## src/rtl/wish_pack_flex.sv

```systemverilog
// Wishbone-style width packer: narrow slave beats into one MAX_PACK-lane master word, runtime group size.
// Optional macro WISH_PACK_FLEX_STATS_EN adds transfer counters stat_full_o / stat_part_o.
module wish_pack_flex #(
   parameter int DATA_WIDTH    = 8,
   parameter int MAX_PACK      = 4,
   parameter int TGC_WIDTH     = 2,
   parameter bit LITTLE_ENDIAN = 1'b0,
   localparam int CW           = $clog2(MAX_PACK) + 1
) (
   input  logic                           clk_i,
   input  logic                           rst_i,
   input  logic [CW-1:0]                  cfg_num_i,
   input  logic                           s_cyc_i,
   input  logic                           s_stb_i,
   input  logic [DATA_WIDTH-1:0]          s_dat_i,
   input  logic [TGC_WIDTH-1:0]           s_tgc_i,
   output logic                           s_stall_o,
   output logic                           s_ack_o,
   output logic                           d_cyc_o,
   output logic                           d_stb_o,
   output logic [DATA_WIDTH*MAX_PACK-1:0] d_dat_o,
   output logic [MAX_PACK-1:0]            d_sel_o,
   output logic [TGC_WIDTH-1:0]           d_tgc_o,
   input  logic                           d_ack_i
`ifdef WISH_PACK_FLEX_STATS_EN
   ,
   output logic [15:0]                    stat_full_o,
   output logic [15:0]                    stat_part_o
`endif
);

   localparam int            WW   = DATA_WIDTH * MAX_PACK;
   localparam logic [CW-1:0] MAXN = CW'(MAX_PACK);

   logic [WW-1:0]        acc_dat, out_dat, base_dat, mrg_dat;
   logic [MAX_PACK-1:0]  acc_sel, out_sel, base_sel, mrg_sel;
   logic [CW-1:0]        acc_cnt, acc_num, eff_num, beat_num, base_cnt, mrg_cnt, lane;
   logic [TGC_WIDTH-1:0] acc_tgc, out_tgc, beat_tgc;
   logic                 acc_full, out_vld, s_ack_r;
   logic                 out_free, flush_req, stall, accept;
   logic                 old_move, new_move, acc_open, mrg_done;

   always_comb begin
      eff_num   = (cfg_num_i == '0 || cfg_num_i > MAXN) ? MAXN : cfg_num_i;
      out_free  = !out_vld || d_ack_i;
      flush_req = (acc_cnt != '0) && (!s_cyc_i || (s_stb_i && (s_tgc_i != acc_tgc)));
      stall     = !rst_i && ((acc_full && out_vld && !d_ack_i) || flush_req);
      accept    = !rst_i && s_cyc_i && s_stb_i && !stall;
      old_move  = (acc_cnt != '0) && (acc_full || flush_req) && out_free;
      // A beat accepted while the accumulator drains starts a fresh group.
      acc_open  = (acc_cnt == '0) || old_move;
      beat_num  = acc_open ? eff_num : acc_num;
      beat_tgc  = acc_open ? s_tgc_i : acc_tgc;
      base_dat  = acc_open ? '0 : acc_dat;
      base_sel  = acc_open ? '0 : acc_sel;
      base_cnt  = acc_open ? '0 : acc_cnt;
      lane      = LITTLE_ENDIAN ? base_cnt : (MAXN - CW'(1) - base_cnt);
      mrg_dat   = base_dat;
      mrg_sel   = base_sel;
      for (int i = 0; i < MAX_PACK; i++) begin
         if (lane == CW'(i)) begin
            mrg_dat[i*DATA_WIDTH +: DATA_WIDTH] = s_dat_i;
            mrg_sel[i]                          = 1'b1;
         end
      end
      mrg_cnt   = base_cnt + CW'(1);
      mrg_done  = (mrg_cnt == beat_num);
      new_move  = accept && mrg_done && out_free && !old_move;
   end

   always_ff @(posedge clk_i) begin
      if (rst_i) begin
         s_ack_r  <= 1'b0;
         out_vld  <= 1'b0;
         out_dat  <= '0;
         out_sel  <= '0;
         out_tgc  <= '0;
         acc_dat  <= '0;
         acc_sel  <= '0;
         acc_cnt  <= '0;
         acc_num  <= '0;
         acc_tgc  <= '0;
         acc_full <= 1'b0;
      end else begin
         s_ack_r <= accept;
         if (old_move) begin
            out_vld <= 1'b1;
            out_dat <= acc_dat;
            out_sel <= acc_sel;
            out_tgc <= acc_tgc;
         end else if (new_move) begin
            out_vld <= 1'b1;
            out_dat <= mrg_dat;
            out_sel <= mrg_sel;
            out_tgc <= beat_tgc;
         end else if (d_ack_i) begin
            out_vld <= 1'b0;
         end
         if (accept && !new_move) begin
            acc_dat  <= mrg_dat;
            acc_sel  <= mrg_sel;
            acc_cnt  <= mrg_cnt;
            acc_num  <= beat_num;
            acc_tgc  <= beat_tgc;
            acc_full <= mrg_done;
         end else if (old_move || new_move) begin
            acc_dat  <= '0;
            acc_sel  <= '0;
            acc_cnt  <= '0;
            acc_full <= 1'b0;
         end
      end
   end

`ifdef WISH_PACK_FLEX_STATS_EN
   logic        out_cmp;
   logic [15:0] cnt_full, cnt_part;

   always_ff @(posedge clk_i) begin
      if (rst_i) begin
         out_cmp  <= 1'b0;
         cnt_full <= '0;
         cnt_part <= '0;
      end else begin
         if (old_move)
            out_cmp <= acc_full;
         else if (new_move)
            out_cmp <= 1'b1;
         if (out_vld && d_ack_i) begin
            if (out_cmp && cnt_full != 16'hFFFF)
               cnt_full <= cnt_full + 16'd1;
            if (!out_cmp && cnt_part != 16'hFFFF)
               cnt_part <= cnt_part + 16'd1;
         end
      end
   end

   assign stat_full_o = cnt_full;
   assign stat_part_o = cnt_part;
`endif

   assign s_stall_o = stall;
   assign s_ack_o   = s_ack_r;
   assign d_cyc_o   = out_vld;
   assign d_stb_o   = out_vld;
   assign d_dat_o   = out_dat;
   assign d_sel_o   = out_sel;
   assign d_tgc_o   = out_tgc;

endmodule

```

## config.mk

```make
export PLATFORM = sky130hd
export DESIGN_NAME = wish_pack_flex
export DESIGN_NICKNAME = d
export VERILOG_FILES = /design/src/rtl/wish_pack_flex.sv
export SDC_FILE = /design/constraint.sdc
export NUM_CORES = 1
export LEC_CHECK = 0
export ABC_AREA = 1
export CAP_MARGIN = 40
export CORE_MARGIN = 3
export CORE_UTILIZATION = 59
export DETAILED_ROUTE_END_ITERATION = 6
export PLACE_DENSITY = 0.85
export REMOVE_ABC_BUFFERS = 1
export SLEW_MARGIN = 20
export SYNTH_ARGS = -nofsm -noshare
export SYNTH_HDL_FRONTEND = slang
export SYNTH_SLANG_ARGS = --single-unit
export TNS_END_PERCENT = 1
```

## constraint.sdc

```tcl
create_clock -name clk_i -period 4.2 [get_ports clk_i]
set_input_delay 0.42 -clock clk_i [delete_from_list [all_inputs] [get_ports clk_i]]
set_output_delay 0.42 -clock clk_i [all_outputs]
set_load 0.05 [all_outputs]
```

### Nets reached from selected ports, run 1

The bar under the picture is 20 um long.
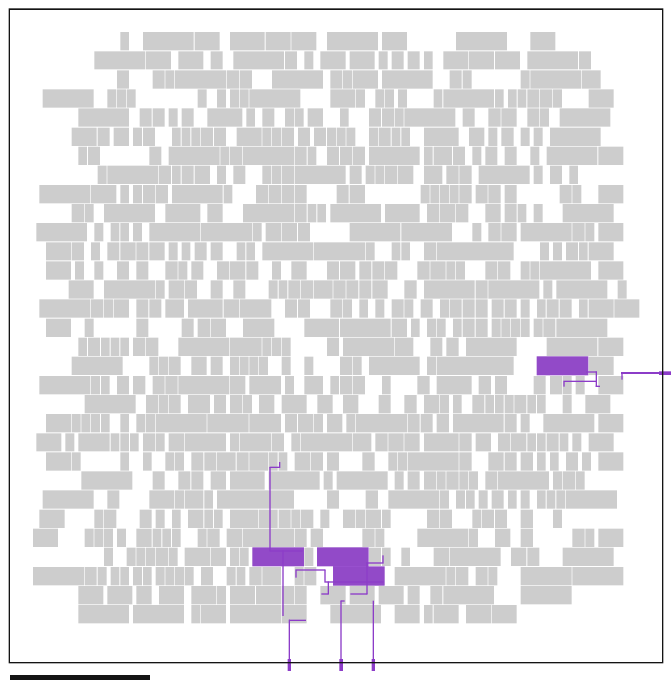
[purple] `d_sel_o` | direction: output | edge: 3 bottom, 1 right | end cells: 4 | buffers: 4 | wire: 95.9 um

### Wiring heat map, run 1

19 x 19 tiles, from dark blue (low) to red (high), scaled to the fullest tile. Values are wire area over tile area, all layers added.
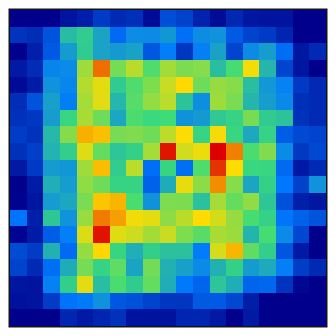
nearly empty tiles: 7.8%
densest ninth of the die: middle
tiles over half the peak: 29%
mean over tiles: 0.23
fullest tile: 0.68

### Cell classes on the final placement, run 1

Fill, decap, tap and diode cells in gray.
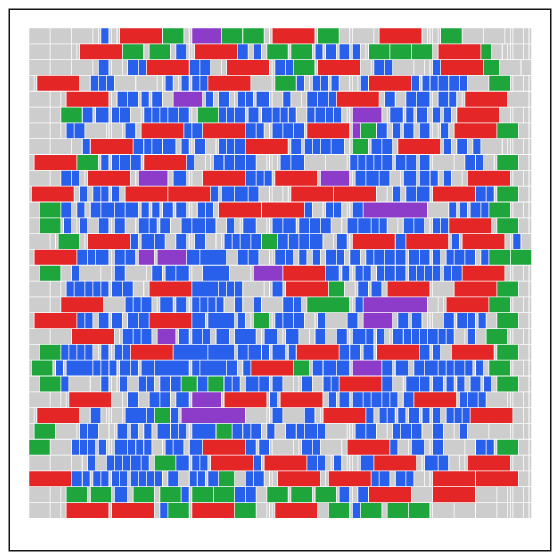
[blue] combinational and other logic | cells: 529 | share of their area: 48%
[purple] clock drivers and dummy loads | cells: 16 | share of their area: 4.8%
[green] other buffers and delay cells | cells: 72 | share of their area: 14%
[red] flops | cells: 85 | share of their area: 33%

### Cell placement, run 1

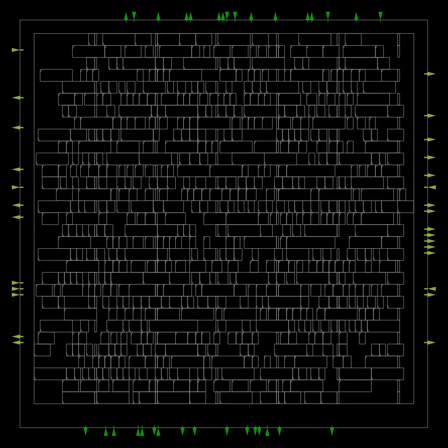
post-route insts no fill: 801
FFs & Latches: 85
fill count: 613
final core occ: 71.98%
Placeable Area: 7292 um^2

run 1: cell type report:
class                   instances  area [um^2]
clock inverters                 5        106.4
fillers                       613         2043
repair buffers                 72        695.7
inverters                      40        150.1
multi-input cells             489         2330
well taps                      99        123.9
flip-flops and latches         85         1702
clock buffers                  11        141.4
run 1: path summary, 6_finish.rpt:
path,cells after the start,startpoint,endpoint
setup / recovery,22,s_tgc_i[1],d_sel_o[1]$_SDFFE_PP0P_
hold / removal,2,d_dat_o[27]$_SDFFE_PP0P_,d_dat_o[27]$_SDFFE_PP0P_
setup reg to reg,16,acc_cnt[0]$_SDFFE_PP0P_,acc_dat[25]$_SDFFE_PP0P_
hold reg to reg,2,d_dat_o[27]$_SDFFE_PP0P_,d_dat_o[27]$_SDFFE_PP0P_
run 1: through the flow:
stage               power [mW]  cell area [um^2]  utilization, %  cells  hold slack [ps]
finish                   1.728              5249           71.98    801            461.0
global route             1.784              5249           71.98    801            480.1
CTS                      1.726              5249           71.98    801            465.4
detailed placement       1.018              5001           68.58    785            452.3
global placement         1.014              5001           68.58    785            447.5
floorplan               0.9417              4179               -    614            435.5
run 1: registers in the layout, summed over array words and instances, names as in the netlist, named ones only:
signal and cells:
s_ack_o 1, acc_num 3, acc_dat 32, d_sel_o 4, d_tgc_o 2, acc_sel 4
acc_full 1, d_cyc_o 1, acc_cnt 3, d_dat_o 32
run 1: layer usage:
metal,up-vias,GRT usage (%)
li1,2293,-
met2,261,47.09
met3,26,5.361
met1,2179,36.67
met5,-,0
met4,0,12.70
run 1: cells by family (layout without fill, tap and decap cells):
kind of cell	count (synthesis)	in the layout	synth area share [%]
DFF	85	85	38.23
AOI/OAI and AO/OA	126	126	14.42
adders and majority gates	6	6	1.687
buffers and inverters	95	128	9.474
and+or+nand+nor	357	357	36.18
==> results.yml, run 1 <==
# flow metrics
critical_path:
  cpMaxStageDelayCell: "inv_2"
  cp_cell_sequence: "clkdlybuf4s50_1 > nand2_1 > nand2_1 > nand2_1 > nand2_1 > nand3_2 > nand2_4 > nand2_2 > inv_2 > nand2_1 > inv_1 > ha_1 > ha_1 > inv_1 > nand3_1 > nand2_1 > nor2_2 > nand3_2 > nand2_2 > inv_2 > nand2_1 > a21oi_1"
  critPathMaxStageDelay_ps: 580
  cp_num_buf_inv: 5
  arrival_ps: 3900
  r2r_setup_slack_ps: 750
  crit_family: "buffers and inverters"
global_routing:
  grt_max_degree: 80
  grt_usage_pct: 28.70
synth:
  synthCells: 669
  synth.top_cells.by_count: "nand2_1 (206), dfxtp_1 (85), nand3_1 (85)"
  ys_warn_count: 0
  yosysTopAreaCell: "dfxtp_1"
  ys_cells: 669
  synth-edff-count: 0
  ys_types: 23
  yosys_most_used_dff: "dfxtp_1"
  top_area_share_pct: 38.23
  area_leaders: "dfxtp_1 (38%), nand2_1 (17%), nand3_1 (9.6%)"
  synth.most_common_cell: "nand2_1"
drt:
  drt-met1-wl_um: 4929
  dr_wl_met3_um: 1067
  drc_errors: 0
  wire_per_inst_um: 15.01
  highest_layer: "met4"
  drtAntennaViolNets: 0
  vias: 4759
  dr.pass1.iters: 5
final_layout:
  layout_top_cells: "nand2_1 (206), nand3_1 (85), dfxtp_1 (85), a21oi_1 (79), clkdlybuf4s50_1 (58)"
  antennaDiodeCount: 0
  lay_top_count: "nand2_1"
  drive_above_1_share_pct: 6.695
placed_design:
  globalplace.congestion: 0.8639
  preCtsSetupSlack_ps: 293.8
  io_buffers: 59
clocking:
  clock_latency_ps: 370
  clock-root-buffer: "clkbuf_8"
  clk_pin_slew_ps: 80
  cts_resized: 0
power:
  p_int_mw: 1.283
  power_frac_comb_pct: 10.4
  p_sw_share_pct: 25.75
  seq_power_mw: 0.823
  top_power_group: "registers"
  p_per_area_nw_per_um2: 329.3
  p_leak_nw: 1.990
  p_comb_mw: 0.180
  p_switching_mw: 0.4450
floorplan:
  die-area_um2: 8621
  rows: 31
  die_x_um: 92.85
  die_h_um: 92.85
  fp_util_pct: 61.03
final_timing:
  maxSlewHeadroom_pct: 44.74
  fmax_mhz: 276.7
  rsz0062_at_grt: "no"
  skew_ps: 8.438
  setup_tns_ps: 0
  tightest_slew_ps: 829.0
  setup-violations-final: 0
  period_minus_slack_ps: 3614
  setup_ws_ps: 585.9
min_path:
  min_path_type: "reg -> reg"
job:
  drv_cap: 0
outcome:
  status: "completed"
==> run 2: changes to the inputs <==
--- a/config.mk
+++ b/config.mk
@@ -12,6 +12,7 @@
 export DETAILED_ROUTE_END_ITERATION = 6
 export PLACE_DENSITY = 0.85
 export REMOVE_ABC_BUFFERS = 1
+export SETUP_SLACK_MARGIN = 0.1
 export SLEW_MARGIN = 20
 export SYNTH_ARGS = -nofsm -noshare
 export SYNTH_HDL_FRONTEND = slang
### Cell placement, run 2

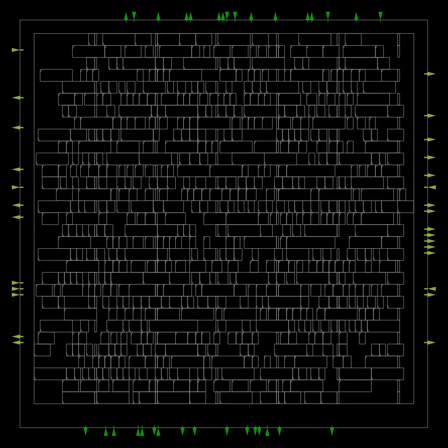
FP Rows: 31
Seq/total area: 32.42%
Tap Count: 99

### Nets reached from selected ports, run 2

The bar under the picture is 20 um long.
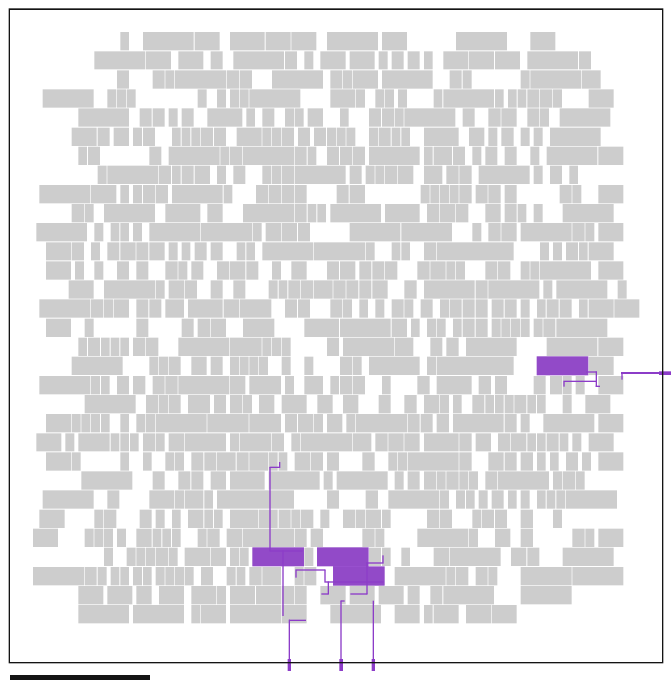
[purple] `d_sel_o` | direction: output | edge: 3 bottom, 1 right | end cells: 4 | buffers: 4 | wire: 95.9 um

==> results.yml, run 2 <==
# flow metrics
final_layout:
  nFillCells: 613
  finalNonFillerCells: 801
  fin_area_um2: 5249
  combGateArea_um2: 2330
  area_growth_pct: 17.94
  antennaDiodeCount: 0
  utilization_pct: 71.98
  drive_above_1_share_pct: 6.695
  layout_top_cells: "nand2_1 (206), nand3_1 (85), dfxtp_1 (85), a21oi_1 (79), clkdlybuf4s50_1 (58)"
  lay_top_count: "nand2_1"
  regArea_um2: 1702
  fin_nets: 721
clocking:
  clk_pin_slew_ps: 80
  clock-root-buffer: "clkbuf_8"
  cts_resized: 0
  clock_latency_ps: 370
  holdBufCountCts: 0
synth:
  yosys_area_um2: 4451
  top_area_share_pct: 38.23
  ys_cells: 669
  synth-edff-count: 0
  synth.top_cells.by_count: "nand2_1 (206), dfxtp_1 (85), nand3_1 (85)"
  area_leaders: "dfxtp_1 (38%), nand2_1 (17%), nand3_1 (9.6%)"
  ys_warn_count: 0
  yosysTopAreaCell: "dfxtp_1"
  synthCells: 669
  synth.most_common_cell: "nand2_1"
  yosys_most_used_dff: "dfxtp_1"
  ys_types: 23
global_routing:
  met2_usage_pct: 47.09
  grt_usage_pct: 28.70
  grtUsageMet3_pct: 5.361
  met1_usage_pct: 36.67
  grt_max_degree: 80
min_path:
  min_path_type: "reg -> reg"
placed_design:
  preCtsSetupSlack_ps: 293.8
  globalplace.congestion: 0.8639
  io_buffers: 59
  dpl.cell_count: 785
  place_area_um2: 5001
floorplan:
  die_x_um: 92.85
  die_h_um: 92.85
  fp_util_pct: 61.03
  die-area_um2: 8621
  core_um2: 7292
power:
  p_leak_nw: 1.990
  p_int_mw: 1.283
  p_sw_share_pct: 25.75
  p_per_area_nw_per_um2: 329.3
  power_frac_comb_pct: 10.4
drt:
  vias: 4759
  wl_um: 12030
  highest_layer: "met4"
  wire_per_inst_um: 15.01
  dr_wl_met3_um: 1067
  drtAntennaViolNets: 0
  drc_errors: 0
  drt_first_iter_violations: 456
  dr.pass1.iters: 5
  drt-met1-wl_um: 4929
final_timing:
  maxSlewHeadroom_pct: 44.74
  period_minus_slack_ps: 3614
  slew_viol_final: 0
  rsz0062_at_grt: "no"
  fmax_mhz: 276.7
  setup_ws_ps: 585.9
  holdWs_ps: 461.0
  setup-violations-final: 0
  tightest_slew_ps: 829.0
  setup_tns_ps: 0
critical_path:
  required_ps: 4490
  cpMaxStageDelayCell: "inv_2"
  cp_num_buf_inv: 5
  cp_cell_sequence: "clkdlybuf4s50_1 > nand2_1 > nand2_1 > nand2_1 > nand2_1 > nand3_2 > nand2_4 > nand2_2 > inv_2 > nand2_1 > inv_1 > ha_1 > ha_1 > inv_1 > nand3_1 > nand2_1 > nor2_2 > nand3_2 > nand2_2 > inv_2 > nand2_1 > a21oi_1"
  crit_family: "buffers and inverters"
  arrival_ps: 3900
  r2r_setup_slack_ps: 750
outcome:
  status: "completed"
==> run 2: worst reg2reg max path, stage by stage, from the launching register on <==
cell	delay (ps)
dfxtp_1	370
nor3_4	330
inv_2	160
nand2_2	120
inv_2	140
nand2_1	150
inv_1	70
ha_1	180
ha_1	340
inv_1	80
nand3_1	80
nand2_1	60
nor2_2	150
nand4_2	510
buf_12	390
nand3_1	100
a21oi_1	70
==> run 2: kinds of logic (layout without fill, tap and decap cells) <==
logic type / after synthesis / in the layout / synth area share [%]
AND-OR/OR-AND: 126 / 126 / 14.42
AND/OR/NAND/NOR: 357 / 357 / 36.18
buffers and inverters: 95 / 128 / 9.474
adder cells (fa/ha/maj): 6 / 6 / 1.687
flip-flops: 85 / 85 / 38.23
==> run 2: power groups by stage <==
stage          Clock [mW]  Sequential (mW)  Combinational, mW
2_1_floorplan           0            0.860             0.0818
3_3_place_gp            0            0.841              0.173
3_5_place_dp            0            0.842              0.176
4_1_cts             0.726            0.823              0.178
5_1_grt             0.764            0.824              0.195
6_report            0.725            0.823              0.180
==> run 2: final timing paths <==
check	startpoint	endpoint	depth (start not counted)
max reg2reg	acc_cnt[0]$_SDFFE_PP0P_	acc_dat[25]$_SDFFE_PP0P_	16
min	d_dat_o[27]$_SDFFE_PP0P_	d_dat_o[27]$_SDFFE_PP0P_	2
max	s_tgc_i[1]	d_sel_o[1]$_SDFFE_PP0P_	22
min reg2reg	d_dat_o[27]$_SDFFE_PP0P_	d_dat_o[27]$_SDFFE_PP0P_	2
==> run 2: area by class of cell <==
type / count / area share (%)
Clock buffer: 11 / 2.694
Timing Repair Buffer: 72 / 13.25
Clock inverter: 5 / 2.026
Multi-Input combinational cell: 489 / 44.39
Inverter: 40 / 2.861
Tap cell: 99 / 2.360
Sequential cell: 85 / 32.42
==> run 3: changes to the inputs <==
--- a/config.mk
+++ b/config.mk
@@ -13,7 +13,7 @@
 export PLACE_DENSITY = 0.85
 export REMOVE_ABC_BUFFERS = 1
 export SETUP_SLACK_MARGIN = 0.1
-export SLEW_MARGIN = 20
+export SLEW_MARGIN = 40
 export SYNTH_ARGS = -nofsm -noshare
 export SYNTH_HDL_FRONTEND = slang
 export SYNTH_SLANG_ARGS = --single-unit
### Cell placement, run 3

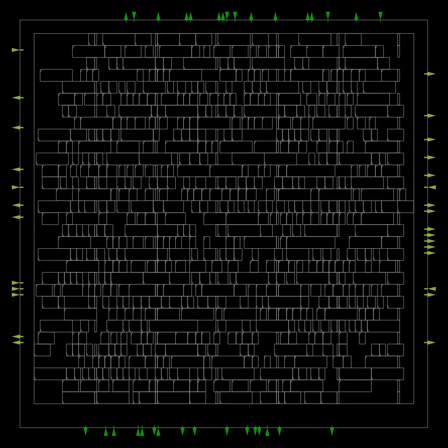

### Cell classes on the final placement, run 3

Fill, decap, tap and diode cells in gray.
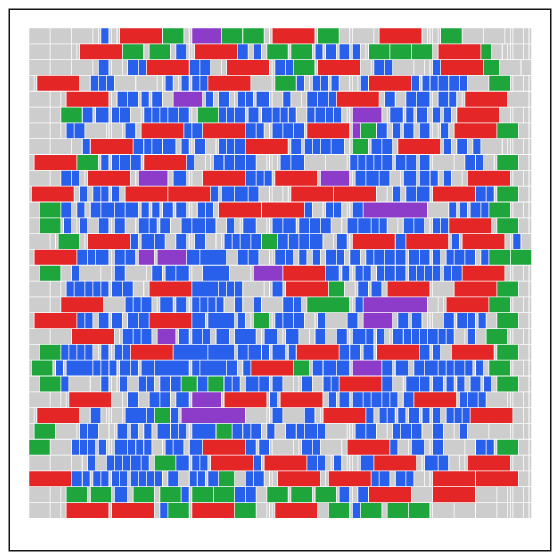
[green] other buffers and delay cells | cells: 72 | share of their area: 14%
[blue] combinational and other logic | cells: 529 | share of their area: 48%
[purple] clock drivers and dummy loads | cells: 16 | share of their area: 4.8%
[red] flops | cells: 85 | share of their area: 33%

==> results.yml, run 3 <==
# flow metrics
final_timing:
  setup-violations-final: 0
  tightest_slew_ps: 829.0
  holdWs_ps: 461.0
  period_minus_slack_ps: 3614
  maxSlewHeadroom_pct: 44.74
  setup_ws_ps: 585.9
  setup_tns_ps: 0
  fmax_mhz: 276.7
  slew_viol_final: 0
synth:
  ys_cells: 669
  synth.top_cells.by_count: "nand2_1 (206), dfxtp_1 (85), nand3_1 (85)"
  ys_types: 23
  ys_warn_count: 0
  yosysTopAreaCell: "dfxtp_1"
  aoi_share_pct: 14.42
  area_leaders: "dfxtp_1 (38%), nand2_1 (17%), nand3_1 (9.6%)"
  synthCells: 669
  synth-edff-count: 0
  logic_family: "simple AND/OR/NAND/NOR gates"
  ys_sh_mux_pct: 0
  synth-xor-area-share_pct: 0
power:
  p_sw_share_pct: 25.75
  p_per_area_nw_per_um2: 329.3
  p_comb_mw: 0.180
  power_frac_comb_pct: 10.4
  p_switching_mw: 0.4450
  top_power_group: "registers"
floorplan:
  die_x_um: 92.85
  fp_util_pct: 61.03
  rows: 31
  core_um2: 7292
  die-area_um2: 8621
  die_h_um: 92.85
final_layout:
  fin_nets: 721
  layout_top_cells: "nand2_1 (206), nand3_1 (85), dfxtp_1 (85), a21oi_1 (79), clkdlybuf4s50_1 (58)"
  lay_top_count: "nand2_1"
  fin_area_um2: 5249
  nFillCells: 613
  antennaDiodeCount: 0
  combGateArea_um2: 2330
  utilization_pct: 71.98
  regArea_um2: 1702
min_path:
  min_path_cells: 2
  min_path_type: "reg -> reg"
  holdCritStartpoint: "d_dat_o[27]$_SDFFE_PP0P_"
job:
  drv_cap: 0
critical_path:
  cpMaxStageDelayCell: "inv_2"
  crit_family: "buffers and inverters"
  critPathMaxStageDelay_ps: 580
  r2r_setup_slack_ps: 750
  cp_cell_sequence: "clkdlybuf4s50_1 > nand2_1 > nand2_1 > nand2_1 > nand2_1 > nand3_2 > nand2_4 > nand2_2 > inv_2 > nand2_1 > inv_1 > ha_1 > ha_1 > inv_1 > nand3_1 > nand2_1 > nor2_2 > nand3_2 > nand2_2 > inv_2 > nand2_1 > a21oi_1"
  required_ps: 4490
  timing.rr.end: "acc_dat[25]$_SDFFE_PP0P_"
drt:
  wl_um: 12030
  dr.pass1.iters: 5
  wire_per_inst_um: 15.01
  drtAntennaViolNets: 0
  vias: 4759
outcome:
  status: "completed"
clocking:
  cts_resized: 0
  clock_latency_ps: 370
  clk_pin_slew_ps: 80
  clock-root-buffer: "clkbuf_8"
global_routing:
  grt_max_degree: 80
  grt_usage_pct: 28.70
placed_design:
  dpl.cell_count: 785
  place_area_um2: 5001
  globalplace.congestion: 0.8639
  preCtsSetupSlack_ps: 293.8
==> run 3: cell counts after synthesis <==
Identical to the previous run, type by type.
==> run 3: cell families (layout without fill, tap and decap cells) <==
| logic type | after synthesis | in the layout |
|---|---|---|
| DFF | 85 | 85 |
| adders and majority gates | 6 | 6 |
| AOI/OAI and AO/OA | 126 | 126 |
| buffers and inverters | 95 | 128 |
| and+or+nand+nor | 357 | 357 |
==> run 3: how the worst max path moves through the flow <==
stage / cells after the start / end / slack, ps / from
2_1_floorplan: 19 / d_tgc_o[0]$_SDFFE_PP0P_ / -740 / d_cyc_o$_SDFFE_PP0P_
3_3_place_gp: 22 / acc_num[2]$_SDFFE_PP0P_ / 470 / s_tgc_i[1]
3_5_place_dp: 22 / d_dat_o[29]$_SDFFE_PP0P_ / 290 / s_tgc_i[1]
4_1_cts: 22 / d_sel_o[1]$_SDFFE_PP0P_ / 600 / s_tgc_i[1]
5_1_grt: 22 / d_sel_o[1]$_SDFFE_PP0P_ / 220 / s_tgc_i[1]
6_report: 22 / d_sel_o[1]$_SDFFE_PP0P_ / 590 / s_tgc_i[1]
==> run 3: per-layer routing <==
metal	up-vias	wire length, um	GRT usage, %	part of all wire, %
li1	2293	-	-	-
met1	2179	4929	36.67	41
met2	261	5798	47.09	48
met3	26	1067	5.361	8.9
met4	0	231	12.70	1.9
met5	-	0	0	0
==> run 3: final cells by class <==
| cell class | instances | area share (%) |
|---|---|---|
| clock buffers | 11 | 2.694 |
| clock inverters | 5 | 2.026 |
| inverters | 40 | 2.861 |
| multi-input cells | 489 | 44.39 |
| flip-flops and latches | 85 | 32.42 |
| well taps | 99 | 2.360 |
| repair buffers | 72 | 13.25 |
Power is estimated from default activity; no workload was simulated.
